metal_stack.png
Scale: 4 px per um. Two of the layers only.
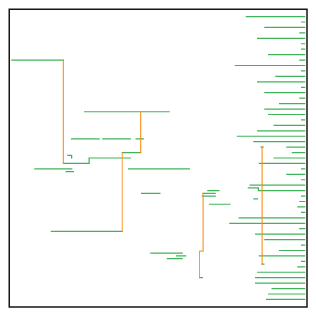
final_congestion.png
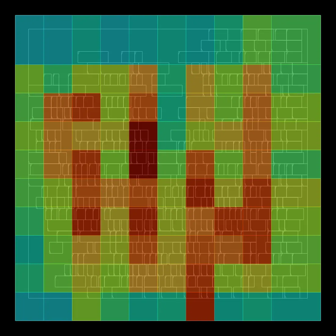
zoom.png
Window x 22 to 52, y 37 to 67 um. Cells in gray, sequential cells in the stronger gray; small squares are vias.
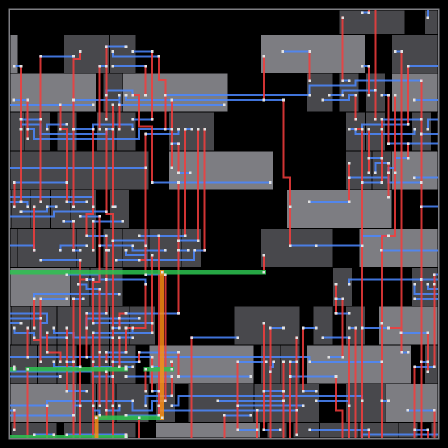
**src/rtl/tft_bus_arbiter.sv**
```systemverilog
// tft_bus_arbiter
//   Shares one tft_spi byte transmitter between N_REQ drawing engines.
//   An engine holds req for its whole transaction. One owner is granted at a
//   time and its data/dc/transmit are passed combinationally to tft_spi.
//   Everyone else sees busy high and stalls. Arbitration is either fixed
//   priority (lowest index wins) or round-robin. A watchdog revokes an owner
//   that holds the bus too long without sending anything.
//
// Ports
//   clk, rst            clock, synchronous active-high reset
//   req[N_REQ]          request/hold per engine
//   req_data[8*N_REQ]   byte per engine, engine i on [8i+7:8i]
//   req_dc[N_REQ]       data/command flag per engine
//   req_transmit[N_REQ] one-cycle send strobe per engine
//   grant[N_REQ]        registered one-hot grant
//   req_busy[N_REQ]     busy back to each engine
//   spi_data/dc/transmit  to tft_spi
//   spi_busy            from tft_spi
//   owner               current owner index, 0 when idle
//   active              bus is in GRANT or DRAIN
//   timeout_flag        sticky watchdog-revoke indicator
module tft_bus_arbiter #(
  parameter int N_REQ      = 4,
  parameter int RR_MODE    = 0,
  parameter int HOLD_LIMIT = 65535,
  parameter int OWN_W      = 2
) (
  input  logic                 clk,
  input  logic                 rst,
  input  logic [N_REQ-1:0]     req,
  input  logic [8*N_REQ-1:0]   req_data,
  input  logic [N_REQ-1:0]     req_dc,
  input  logic [N_REQ-1:0]     req_transmit,
  output logic [N_REQ-1:0]     grant,
  output logic [N_REQ-1:0]     req_busy,
  output logic [7:0]           spi_data,
  output logic                 spi_dc,
  output logic                 spi_transmit,
  input  logic                 spi_busy,
  output logic [OWN_W-1:0]     owner,
  output logic                 active,
  output logic                 timeout_flag
);

  typedef enum logic [1:0] {IDLE, GRANT, DRAIN} state_t;

  localparam int HW = (HOLD_LIMIT > 0) ? $clog2(HOLD_LIMIT + 1) : 1;

  state_t           state, state_d;
  logic [OWN_W-1:0] rr;
  logic [OWN_W-1:0] win_idx;
  logic             win_vld;
  logic [HW-1:0]    hold_cnt;
  logic [7:0]       data_q;
  logic             dc_q;
  logic             own_req, own_tx, own_dc;
  logic [7:0]       own_data;
  logic             revoke;

  // Winner search. Round-robin starts one past the last winner and wraps.
  always_comb begin : pick
    int idx;
    idx     = 0;
    win_vld = 1'b0;
    win_idx = '0;
    for (int k = 0; k < N_REQ; k++) begin
      idx = (RR_MODE != 0) ? (int'(rr) + 1 + k) % N_REQ : k;
      if (!win_vld && req[idx]) begin
        win_vld = 1'b1;
        win_idx = OWN_W'(idx);
      end
    end
  end

  assign own_req  = req[owner];
  assign own_tx   = req_transmit[owner];
  assign own_dc   = req_dc[owner];
  assign own_data = req_data[8*int'(owner) +: 8];
  assign revoke   = (HOLD_LIMIT != 0) && (hold_cnt == HW'(HOLD_LIMIT));
  assign active   = (state != IDLE);

  // Only the owner ever sees the real tft_spi busy, and only while granted.
  for (genvar i = 0; i < N_REQ; i++) begin : g_busy
    assign req_busy[i] = (state == GRANT && owner == OWN_W'(i)) ? spi_busy : 1'b1;
  end

  always_comb begin : fsm
    state_d      = state;
    spi_transmit = 1'b0;
    spi_data     = data_q;
    spi_dc       = dc_q;
    case (state)
      IDLE:  if (win_vld) state_d = GRANT;
      GRANT: begin
        spi_data = own_data;
        spi_dc   = own_dc;
        // Release takes precedence over the watchdog.
        if (!own_req)    state_d = spi_busy ? DRAIN : IDLE;
        else if (revoke) state_d = DRAIN;
        else             spi_transmit = own_tx;
      end
      DRAIN: if (!spi_busy) state_d = IDLE;
      default: state_d = IDLE;
    endcase
  end

  always_ff @(posedge clk) begin
    if (rst) begin
      state        <= IDLE;
      grant        <= '0;
      owner        <= '0;
      rr           <= OWN_W'(N_REQ - 1);
      hold_cnt     <= '0;
      timeout_flag <= 1'b0;
      data_q       <= '0;
      dc_q         <= 1'b0;
    end else begin
      state <= state_d;
      case (state)
        IDLE: begin
          hold_cnt <= '0;
          if (win_vld) begin
            grant <= N_REQ'(1) << win_idx;
            owner <= win_idx;
            rr    <= win_idx;
          end
        end
        GRANT: begin
          // Last values seen while granted are what DRAIN keeps driving.
          data_q <= own_data;
          dc_q   <= own_dc;
          if (own_req && revoke) timeout_flag <= 1'b1;
          if ((own_req && own_tx) || spi_busy) hold_cnt <= '0;
          else if (HOLD_LIMIT != 0)            hold_cnt <= hold_cnt + HW'(1);
          if (state_d != GRANT) begin
            grant <= '0;
            if (state_d == IDLE) owner <= '0;
          end
        end
        DRAIN: if (state_d == IDLE) owner <= '0;
        default: ;
      endcase
    end
  end

endmodule

```
**config.mk**
```make
export PLATFORM = sky130hd
export DESIGN_NAME = tft_bus_arbiter
export DESIGN_NICKNAME = d
export VERILOG_FILES = /design/src/rtl/tft_bus_arbiter.sv
export SDC_FILE = /design/constraint.sdc
export NUM_CORES = 1
export LEC_CHECK = 0
export ABC_AREA = 1
export CORE_MARGIN = 3
export CORE_UTILIZATION = 46
export DETAILED_ROUTE_END_ITERATION = 16
export GPL_ROUTABILITY_DRIVEN = 0
export PLACE_DENSITY = 0.9
export REMOVE_ABC_BUFFERS = 1
export SYNTH_ARGS = -nofsm -noshare
export SYNTH_HDL_FRONTEND = slang
export SYNTH_SLANG_ARGS = --single-unit
```
**constraint.sdc**
```tcl
create_clock -name clk -period 2.4 [get_ports clk]
set_input_delay 0.48 -clock clk [delete_from_list [all_inputs] [get_ports clk]]
set_output_delay 0.48 -clock clk [all_outputs]
set_load 0.005 [all_outputs]
```
==> flow_summary.json <==
{
  "status": "completed",
  "ys_seq_share_pct": 31.9,
  "r2r-end": "hold_cnt[7]$_SDFFE_PP0P_",
  "wl_per_cell_um": 13.6,
  "timing.final.ws_setup_ns": 0.0641,
  "ys_types": 26,
  "r2r_cells": 12,
  "wirelength_um": 6480,
  "drt_first_pass_iters": 4,
  "warning_count": 28,
  "io_pins": 69,
  "cts.reportedPaths.clkPinSlew_ns": 0.08,
  "min-delay-start": "dc_q$_SDFF_PP0_",
  "area_leaders": "dfxtp_1 32%, nand2_1 21%, a22oi_1 6.3%, nor2_1 6.2%, a21oi_1 6.1%",
  "die_x_um": 74.1,
  "maxSlewHeadroom_pct": 77.0,
  "drive_above_1_share_pct": 12.3,
  "io_buffers": 68,
  "edf_count": 0,
  "tightest_slew_ns": 0.343,
  "cp_max_fo": 8,
  "cts.htree.levels": 2,
  "grt_max_degree": 24,
  "cts_tree": "yes",
  "vias": 2487,
  "drv_cap": 0,
  "nets": 475,
  "routed_via_density": 5.22,
  "synthTopCellsByCount": "121 x nand2_1, 35 x nor2_1, 34 x dfxtp_1, 34 x inv_1, 26 x a21oi_1",
  "synthCells": 341,
  "die_area_um2": 5480,
  "hold_depth": 2,
  "arrival_ns": 1.86,
  "top_area_cell": "dfxtp_1",
  "wl_met2_um": 3190,
  "grt_pass1_vias": 2338,
  "hold_buffers": 0,
  "drtIter0Drc": 179,
  "synth.cell_area_um2": 2130,
  "rows": 24,
  "cts-root-buf": "clkbuf_8",
  "cp-start-kind": "register",
  "peakVddDrop_v": 0.000643,
  "antenna_found_initial": 0,
  "synthArstFlopShare_pct": 0,
  "core-area_um2": 4410,
  "skew_ns": 0.00693,
  "yosysWarnings": 0,
  "ant_nets": 0,
  "crit-reg2reg-launch": "owner[0]$_SDFFE_PP0P_",
  "synthFlopType": "dfxtp_1",
  "cts.path.max_buffers": 2,
  "die_h_um": 74.1,
  "holdWs_ns": 0.472,
  "drc": 0,
  "reg2reg_slack_ns": 0.20,
  "maxSlewViolCount": 0,
  "p_leak_nw": 1.46,
  "dr.max_layer_used": "met4",
  "antenna_cells": 0,
  "cts_sinks": 34,
  "setup_viol": 0,
  "period_needed_ns": 2.34,
  "critPathKind": "reg2out",
  "met1_length_um": 2650,
  "top_cell_area_share_pct": 31.9,
  "clock_latency_ns": 0.29,
  "placed_cell_area_um2": 2930,
  "yosys_cells": 341,
  "cts_buffers": 5,
  "holdPathEnd": "dc_q$_SDFF_PP0_",
  "grt_first_pass_wirelength_um": 9940,
  "yosysMostFrequentCell": "nand2_1",
  "hold_path_class": "reg2reg",
  "fp_util_pct": 48.3,
  "wl_met3_um": 533,
  "finalHoldViolCount": 0,
  "critPathCaptureType": "output port",
  "overflow": 0,
  "setup_tns_ns": 0,
  "synth-seq-cells": 34,
  "avgSynthCellArea_um2": 6.25,
  "area_growth_pct": 46.6,
  "final_cell_area_um2": 3120,
  "min_period_over_period_pct": 97.3,
  "power_mw": 2.64,
  "crit_required_ns": 1.92,
  "power_density_nw_per_um2": 846,
  "yosysChipArea_um2": 2130,
  "post-place-ws_ns": -0.0747,
  "dp_hpwl_um": 4790,
  "timing.fmax_mhz": 428
}
-- metal_stack.png (at the start) --
orange -> met4  # wire length 107 um
green -> met3  # wire length 534 um

-- final_congestion.png (at the start) --
GR Util met2: 44.4%
Most Used Layer, Global Route: met2
post-layout util: 70.7%
total track usage: 23.0%

-- zoom.png (at the start) --
orange -> met4
red -> met2
blue -> met1
green -> met3
netlist names of flops here include = hold_cnt (6), data_q (5)
sequential cells in the window = 12
cells with their middle in the window = 71
most frequent = nand2_1 (20), dfxtp_1 (12), inv_1 (6)

[cell type report]
cell class,count,area (um2)
fillers,364,1290
multi-input cells,258,1260
repair buffers,88,861
flip-flops and latches,34,687
inverters,36,135
clock buffers,5,68.8
well taps,52,65.1
clock inverters,3,45.0
[through the flow]
| step | utilization, % | std cells |
|---|---|---|
| 6_report | 70.7 | 476 |
| 5_1_grt | 70.7 | 476 |
| 4_1_cts | 69.6 | 472 |
| 3_5_place_dp | 66.3 | 462 |
| 3_3_place_gp | 66.3 | 462 |
| 2_1_floorplan | - | 328 |
[flip-flops by register name (all words and copies together), names as in the netlist]
| signal | flops |
|---|---|
| data_q | 8 |
| dc_q | 1 |
| grant | 4 |
| hold_cnt | 16 |
| owner | 2 |
| state | 2 |
| timeout_flag | 1 |
[worst max-delay path: stages (launching register included)]
cell and delay, ns:
dfxtp_4 0.39, inv_2 0.08, nor2_4 0.18, buf_12 0.14, a22oi_1 0.06, nand2_1 0.08, nand2_1 0.06, nand2_1 0.06
clkdlybuf4s50_1 0.50
[routing by layer]
layer,vias up,track usage [%]
li1,1256,-
met1,1128,24.0
met2,93,44.4
met3,10,6.22
met4,0,7.04
met5,-,0
[cells by family (layout without fill, tap and decap cells)]
group,after synthesis,in the layout,share of synthesized area (%)
AND/OR/NAND/NOR,190,190,37.7
buffers and inverters,49,132,8.87
AND-OR/OR-AND,60,60,17.3
XOR/XNOR,3,3,1.23
adder cells (fa/ha/maj),5,5,2.94
flip-flops,34,34,31.9
[power by group]
part           leakage, nW  total (mW)  internal [mW]  switching (mW)
logic                 1.13        1.39          0.652           0.734
registers            0.278       0.717          0.661          0.0553
clock network       0.0504       0.538          0.309           0.229
[worst max path at each step]
stage	from	endpoint	slack (ns)	depth (start not counted)
detailed placement	req[3]	spi_transmit	-0.07	8
finish	owner[0]$_SDFFE_PP0P_	spi_dc	0.06	8
floorplan	state[1]$_SDFF_PP0_	hold_cnt[7]$_SDFFE_PP0P_	0.25	8
global route	owner[0]$_SDFFE_PP0P_	spi_dc	-0.005	8
global placement	req[3]	spi_transmit	-0.03	8
CTS	owner[0]$_SDFFE_PP0P_	spi_data[7]	0.008	8
[repair_timing]
item                                    in CTS  in global routing
cloned                                       0                  0
pin swaps                                    2                  1
endpoints found under the setup margin      10                 12
gates resized                                5                  9
buffers inserted                             2                  4
[placed cells by master (no fill, tap or decap), types with 2 or more instances in the layout]
master and instances:
o21ai_0 11, nor3_1 2, xor2_1 3, a221oi_1 3, nor2_2 4, inv_1 32
a22oi_1 18, clkdlybuf4s50_1 61, dfxtp_2 2, nand2_1 121, nand3_1 12, clkbuf_8 5
dfxtp_1 31, ha_1 5, dlymetal6s2s_1 6, a21oi_1 26, nand4_1 4, inv_2 4
or2_2 3, nor2_1 35, nor2_4 2, nand2_2 4, buf_4 18, clkinvlp_4 2
Power and IR drop assume default switching activity.
